### config.mk
export PLATFORM = sky130hd
export DESIGN_NAME = if_stage_flat
export DESIGN_NICKNAME = d
export VERILOG_FILES = /design/src/rtl/if_stage_if.sv /design/src/rtl/if_stage.sv /design/src/flat_wrapper.sv
export SDC_FILE = /design/constraint.sdc
export NUM_CORES = 1
export LEC_CHECK = 0
export CORE_UTILIZATION = 52
export DETAILED_ROUTE_END_ITERATION = 10
export PLACE_DENSITY = 0.88
export SLEW_MARGIN = 20
export SYNTH_ARGS = -nofsm -noshare
export SYNTH_HDL_FRONTEND = slang
export SYNTH_SLANG_ARGS = --single-unit
### constraint.sdc
create_clock -name clk -period 2.54 [get_ports clk]
set_input_delay 0.381 -clock clk [delete_from_list [all_inputs] [get_ports clk]]
set_output_delay 0.381 -clock clk [all_outputs]
set_load 0.05 [all_outputs]
### src/rtl/if_stage_if.sv
// Instruction-memory request/acknowledge bus: the fetch stage is the master, memory the slave.
interface if_stage_if;
  logic        req;
  logic [31:0] addr;
  logic        ack;
  logic [31:0] rdata;

  modport master (output req, output addr, input ack, input rdata);
  modport slave  (input req, input addr, output ack, output rdata);
endinterface

### src/rtl/if_stage.sv
// MIPS instruction-fetch stage: PC, imem req/ack port, IF/ID register and a one-entry skid buffer.
// Define IF_DELAY_SLOT_EN to execute the branch delay slot; undefined squashes it instead.
module if_stage #(
  parameter logic [31:0] RESET_PC = 32'h0000_0000,
  parameter logic [31:0] NOP_INST = 32'h0000_0000
) (
  input  logic        clk,
  input  logic        rst,
  input  logic        stall,
  input  logic        branch_flag,
  input  logic [31:0] branch_addr,
  if_stage_if.master  imem,
  output logic [31:0] pc,
  output logic [31:0] inst,
  output logic        if_valid,
  output logic        fetch_busy
);
  typedef enum logic {FETCH, HOLD} state_t;

  state_t      state, state_nx;
  logic [31:0] fetch_pc, fetch_pc_nx;
  logic [31:0] sk_pc, sk_pc_nx;
  logic [31:0] sk_inst, sk_inst_nx;
  logic [31:0] pc_nx, inst_nx;
  logic        if_valid_nx;
`ifdef IF_DELAY_SLOT_EN
  logic        redir_pend, redir_pend_nx;
  logic [31:0] redir_pc, redir_pc_nx;
`else
  logic        drop_pend, drop_pend_nx;
  logic [31:0] drop_pc, drop_pc_nx;
`endif
  logic [31:0] target;
  logic        take;
  logic        ack;
  logic        unused_addr_bits;

  assign target           = {branch_addr[31:2], 2'b00};
  assign unused_addr_bits = ^branch_addr[1:0];
  assign take             = branch_flag & ~stall & if_valid;
  assign imem.req         = rst & (state == FETCH);
  assign imem.addr        = fetch_pc;
  assign ack              = imem.req & imem.ack;
  assign fetch_busy       = imem.req & ~imem.ack;

  always_comb begin
    // NOTE: every signal written here gets its default first, so no path can infer a latch.
    state_nx    = state;
    fetch_pc_nx = fetch_pc;
    sk_pc_nx    = sk_pc;
    sk_inst_nx  = sk_inst;
    pc_nx       = pc;
    inst_nx     = inst;
    if_valid_nx = if_valid;
`ifdef IF_DELAY_SLOT_EN
    redir_pend_nx = redir_pend;
    redir_pc_nx   = redir_pc;
`else
    drop_pend_nx  = drop_pend;
    drop_pc_nx    = drop_pc;
`endif

    case (state)
      FETCH: begin
`ifdef IF_DELAY_SLOT_EN
        // The fetch in flight at acceptance is the delay slot and always completes normally.
        if (ack) begin
          if (stall) begin
            sk_pc_nx   = fetch_pc;
            sk_inst_nx = imem.rdata;
            state_nx   = HOLD;
          end else begin
            pc_nx       = fetch_pc;
            inst_nx     = imem.rdata;
            if_valid_nx = 1'b1;
          end
          if (take) begin
            fetch_pc_nx = target;
          end else if (redir_pend) begin
            fetch_pc_nx   = redir_pc;
            redir_pend_nx = 1'b0;
          end else begin
            fetch_pc_nx = fetch_pc + 32'd4;
          end
        end else begin
          if (!stall) begin
            inst_nx     = NOP_INST;
            if_valid_nx = 1'b0;
          end
          if (take) begin
            redir_pend_nx = 1'b1;
            redir_pc_nx   = target;
          end
        end
`else
        // A squashed fetch keeps its address on the bus until acked, then its data is thrown away.
        if (drop_pend || take) begin
          if (!stall) begin
            inst_nx     = NOP_INST;
            if_valid_nx = 1'b0;
          end
          if (ack) begin
            fetch_pc_nx  = drop_pend ? drop_pc : target;
            drop_pend_nx = 1'b0;
          end else if (take) begin
            drop_pend_nx = 1'b1;
            drop_pc_nx   = target;
          end
        end else if (ack) begin
          if (stall) begin
            sk_pc_nx   = fetch_pc;
            sk_inst_nx = imem.rdata;
            state_nx   = HOLD;
          end else begin
            pc_nx       = fetch_pc;
            inst_nx     = imem.rdata;
            if_valid_nx = 1'b1;
          end
          fetch_pc_nx = fetch_pc + 32'd4;
        end else if (!stall) begin
          inst_nx     = NOP_INST;
          if_valid_nx = 1'b0;
        end
`endif
      end
      HOLD: begin
        if (!stall) begin
          state_nx    = FETCH;
          pc_nx       = sk_pc;
          inst_nx     = sk_inst;
          if_valid_nx = 1'b1;
          if (take) begin
            fetch_pc_nx = target;
`ifndef IF_DELAY_SLOT_EN
            pc_nx       = pc;
            inst_nx     = NOP_INST;
            if_valid_nx = 1'b0;
`endif
          end
        end
      end
      default: state_nx = FETCH;
    endcase
  end

  always_ff @(posedge clk) begin
    // NOTE: sequential state uses non-blocking assignment so every flop samples pre-edge values.
    if (!rst) begin
      state    <= FETCH;
      fetch_pc <= RESET_PC;
      sk_pc    <= '0;
      sk_inst  <= NOP_INST;
      pc       <= '0;
      inst     <= NOP_INST;
      if_valid <= 1'b0;
`ifdef IF_DELAY_SLOT_EN
      redir_pend <= 1'b0;
      redir_pc   <= '0;
`else
      drop_pend  <= 1'b0;
      drop_pc    <= '0;
`endif
    end else begin
      state    <= state_nx;
      fetch_pc <= fetch_pc_nx;
      sk_pc    <= sk_pc_nx;
      sk_inst  <= sk_inst_nx;
      pc       <= pc_nx;
      inst     <= inst_nx;
      if_valid <= if_valid_nx;
`ifdef IF_DELAY_SLOT_EN
      redir_pend <= redir_pend_nx;
      redir_pc   <= redir_pc_nx;
`else
      drop_pend  <= drop_pend_nx;
      drop_pc    <= drop_pc_nx;
`endif
    end
  end
endmodule

### src/flat_wrapper.sv
// flat-port wrapper written by rule: the top's interface ports become plain ports
module if_stage_flat 
#(
  parameter logic [31:0] RESET_PC = 32'h0000_0000,
  parameter logic [31:0] NOP_INST = 32'h0000_0000
)
  (clk, rst, stall, branch_flag, branch_addr, pc, inst, if_valid, fetch_busy, imem_req, imem_addr, imem_ack, imem_rdata);
  if_stage_if imem_i ();
  input  logic clk;
  input  logic rst;
  input  logic stall;
  input  logic branch_flag;
  input  logic [31:0] branch_addr;
  output logic [31:0] pc;
  output logic [31:0] inst;
  output logic if_valid;
  output logic fetch_busy;
  output wire logic [$bits(imem_i.req)-1:0] imem_req;
  output wire logic [$bits(imem_i.addr)-1:0] imem_addr;
  input wire logic [$bits(imem_i.ack)-1:0] imem_ack;
  input wire logic [$bits(imem_i.rdata)-1:0] imem_rdata;
  assign imem_req = imem_i.req;
  assign imem_addr = imem_i.addr;
  assign imem_i.ack = imem_ack;
  assign imem_i.rdata = imem_rdata;
  if_stage #(.RESET_PC(RESET_PC), .NOP_INST(NOP_INST)) u_core (.clk(clk), .rst(rst), .stall(stall), .branch_flag(branch_flag), .branch_addr(branch_addr), .imem(imem_i), .pc(pc), .inst(inst), .if_valid(if_valid), .fetch_busy(fetch_busy));
endmodule
==> results.json <==
{
  "cts_resized": 0,
  "vias": 8807,
  "status": "complete, no violations",
  "holdWs_ps": 404,
  "cp_slowest_cell": "clkdlybuf4s50_1",
  "worst_slew_pin_slew_ps": 710,
  "synth.distinct_cells": 63,
  "root_buffer": "clkbuf_16",
  "p_leak_nw": 3.87,
  "chipArea_um2": 16900,
  "cp_top_family": "buffers and inverters",
  "edf_count": 0,
  "critPathLaunchType": "flip-flop",
  "synth.cell_area_um2": 8530,
  "slew_headroom_pct": 52.7,
  "firstDrtPassIters": 6,
  "top_area_cell": "dfxtp_1",
  "skew_ps": 7.65,
  "grt_pass1_wl_um": 40200,
  "power.share.switching_pct": 29.7,
  "synth_cells": 1076,
  "setup_viol": 0,
  "p_int_mw": 5.03,
  "cts_tree": "built",
  "clkPwrFrac_pct": 37.9,
  "cp_max_fo": 9,
  "yosys_warnings": 0,
  "hold_viol_final": 0,
  "fin_crit_sh_pct": 88.6,
  "nets": 1289,
  "wl_per_cell_um": 17.7,
  "whs_path_depth": 3,
  "yosysTopAreaCellShare_pct": 43.9,
  "fp.dieH_um": 130,
  "grt_remaining_overflow": 0,
  "irDropWorstVdd_uv": 591,
  "required_ps": 2160,
  "insertion_delay_ps": 440,
  "ys_cells": 1076,
  "rows": 46,
  "ys_sh_aoi_pct": 23.5,
  "power_frac_seq_pct": 44.4,
  "synth.most_common_cell": "nand2_1"
}
-- power by group through the flow --
stage	Combinational, mW	Clock, mW	Sequential, mW
2_1_floorplan	0.455	0	3.52
3_3_place_gp	1.22	0	3.23
3_5_place_dp	1.25	0	3.24
4_1_cts	1.25	2.72	3.17
5_1_grt	1.34	2.87	3.19
6_report	1.26	2.71	3.18
-- stage by stage --
stage	total power, mW	util, %	area [um2]	setup slack [ps]
6_report	7.16	70.2	11200	288
5_1_grt	7.40	70.2	11200	246
4_1_cts	7.15	70.2	11200	290
3_5_place_dp	4.49	66.5	10600	180
3_3_place_gp	4.45	66.5	10600	214
2_1_floorplan	3.98	-	8550	130
-- area by class of cell --
| class | instances | area, um2 |
|---|---|---|
| fillers | 1178 | 4750 |
| multi-input cells | 784 | 4390 |
| flip-flops and latches | 187 | 3750 |
| repair buffers | 220 | 2160 |
| clock buffers | 19 | 443 |
| well taps | 216 | 270 |
| clock inverters | 13 | 151 |
| inverters | 9 | 36.3 |
| diodes | 1 | 2.50 |
-- worst paths after layout --
path	slack [ps]	to	startpoint
worst max-delay path	290	imem_addr[16]	u_core.imem.addr[16]
worst max register to register	400	u_core.imem.addr[28]	u_core.imem.addr[2]
worst min register to register	460	u_core.drop_pc[22]	u_core.drop_pc[22]
worst min-delay path	400	u_core.imem.addr[27]	rst
-- kinds of logic (layout without fill, tap and decap cells) --
family,after synthesis,count (layout)
DFF,187,187
and+or+nand+nor,426,426
buffers and inverters,108,261
other,1,5
adders and majority gates,1,1
AOI/OAI and AO/OA,311,311
muxes,31,31
xor gates and xnor gates,11,11
-- flip-flops by register name, indices dropped and copies added (netlist names), 30 cells and up --
signal            flops
u_core.inst          32
u_core.sk_pc         30
u_core.drop_pc       30
u_core.sk_inst       32
u_core.pc            30
u_core.imem.addr     30
-- metal layers --
layer,GRT usage (%),up-vias,wire (um)
met5,0,-,0
met4,16.6,0,937
met3,6.15,99,2490
met2,47.9,524,11900
met1,38.9,4111,10400
li1,-,4073,-
-- cell usage in the layout (no fill, tap or decap), types with 4 or more instances in the layout --
master	netlist	final
nand2_1	235	234
dfxtp_1	187	186
clkdlybuf4s50_1	0	158
a21oi_1	119	119
nor2_1	78	78
buf_4	5	52
o21ai_0	43	43
a211oi_1	35	35
mux2i_1	31	31
nand3_1	27	27
a22oi_1	26	26
and2_1	27	26
clkbuf_16	0	17
nor3_1	14	11
o211ai_1	11	11
o221ai_1	10	10
xnor2_1	10	10
a221oi_1	9	9
buf_12	0	9
inv_1	8	8
a31oi_1	8	8
o221a_2	7	7
a221o_1	7	7
o21a_1	6	6
and3_1	6	6
nand4_1	6	6
a21o_1	5	5
inv_6	0	5
nor3_2	1	4
and4_1	4	4
nand2b_1	4	4
conb_1	1	4
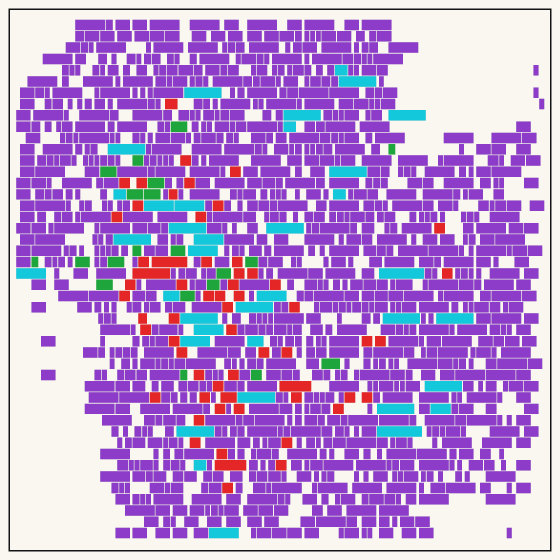
*Cell sizes after repair*
[drive 1 or less] purple | cells: 1116 | share: 91% | most used: nand2_1
[drive 2] green | cells: 20 | share: 1.6% | most used: o221a_2
[drive 3 to 4] red | cells: 60 | share: 4.9% | most used: buf_4
[drive 6 and up] cyan | cells: 36 | share: 2.9% | most used: clkbuf_16
number of signal-net buffers in the layout: 220
area grow syn2layout: 31.2%
Setup WS post-layout: 288 ps

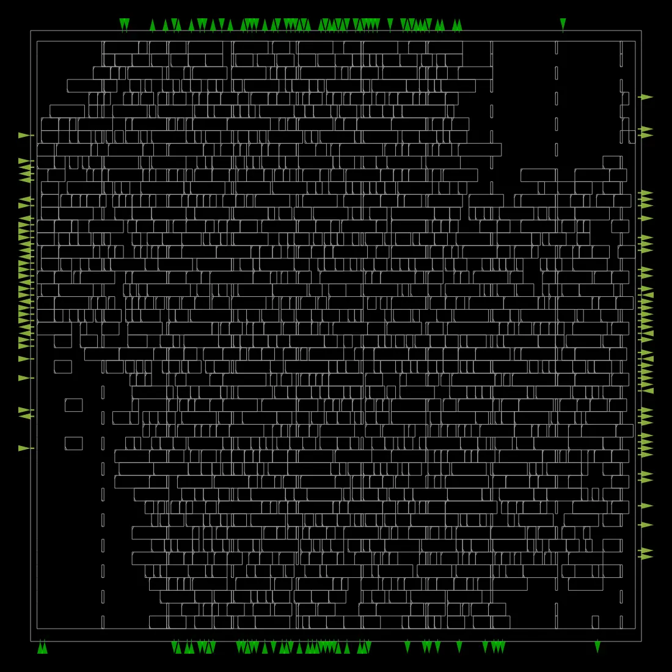
*Placed standard cells*
registers: 187
Seq/total area: 33.5%
Cell Count, Final, Fillers Out: 1449
final core occ: 70.2%
Core ar.: 15900 um2

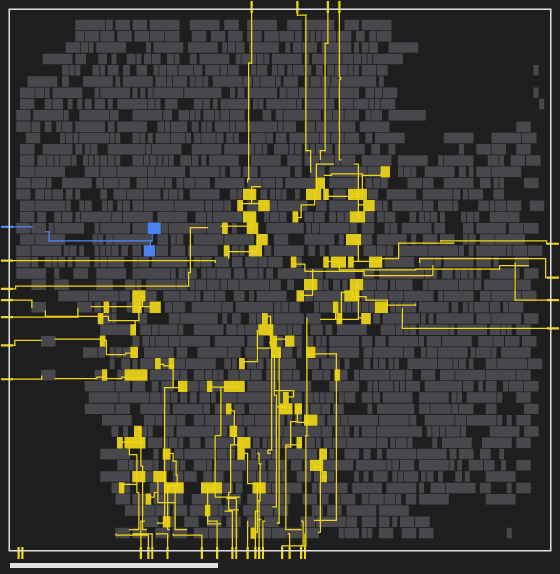
*I/O nets highlighted*
The bar under the picture is 50 um long.
[`branch_flag`] blue | direction: input | edge: west | end cells: 2 | buffers: 1 | wire: 38.8 um
[`branch_addr`] yellow | direction: input | edge: 18 south, 6 west, 4 east, 4 north | end cells: 87 | buffers: 30 | wire: 1560 um

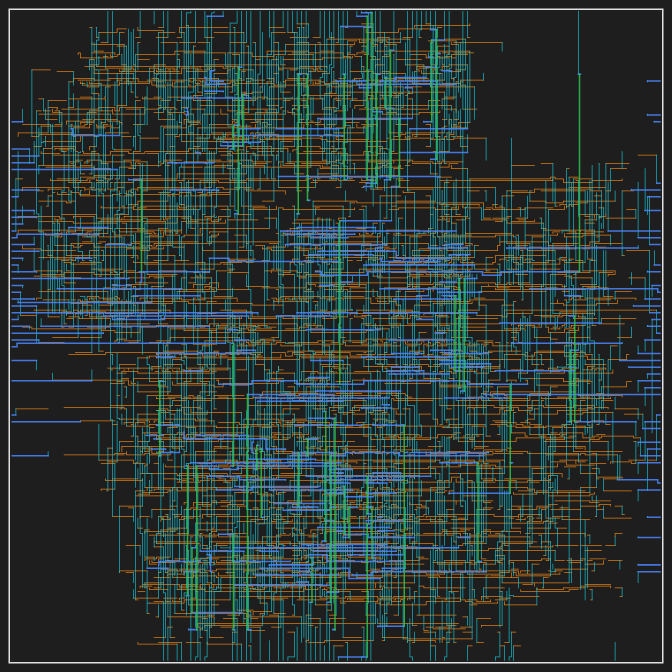
*Metal layers overlaid*
[met1] orange | wire length: 10400 um
[met3] blue | wire length: 2490 um
[met4] green | wire length: 937 um
[met2] cyan | wire length: 11900 um
GRT Resource Usage Total: 30.3%
final WL: 25700 um

No activity file was given, so power comes from the tool's default toggle rates.
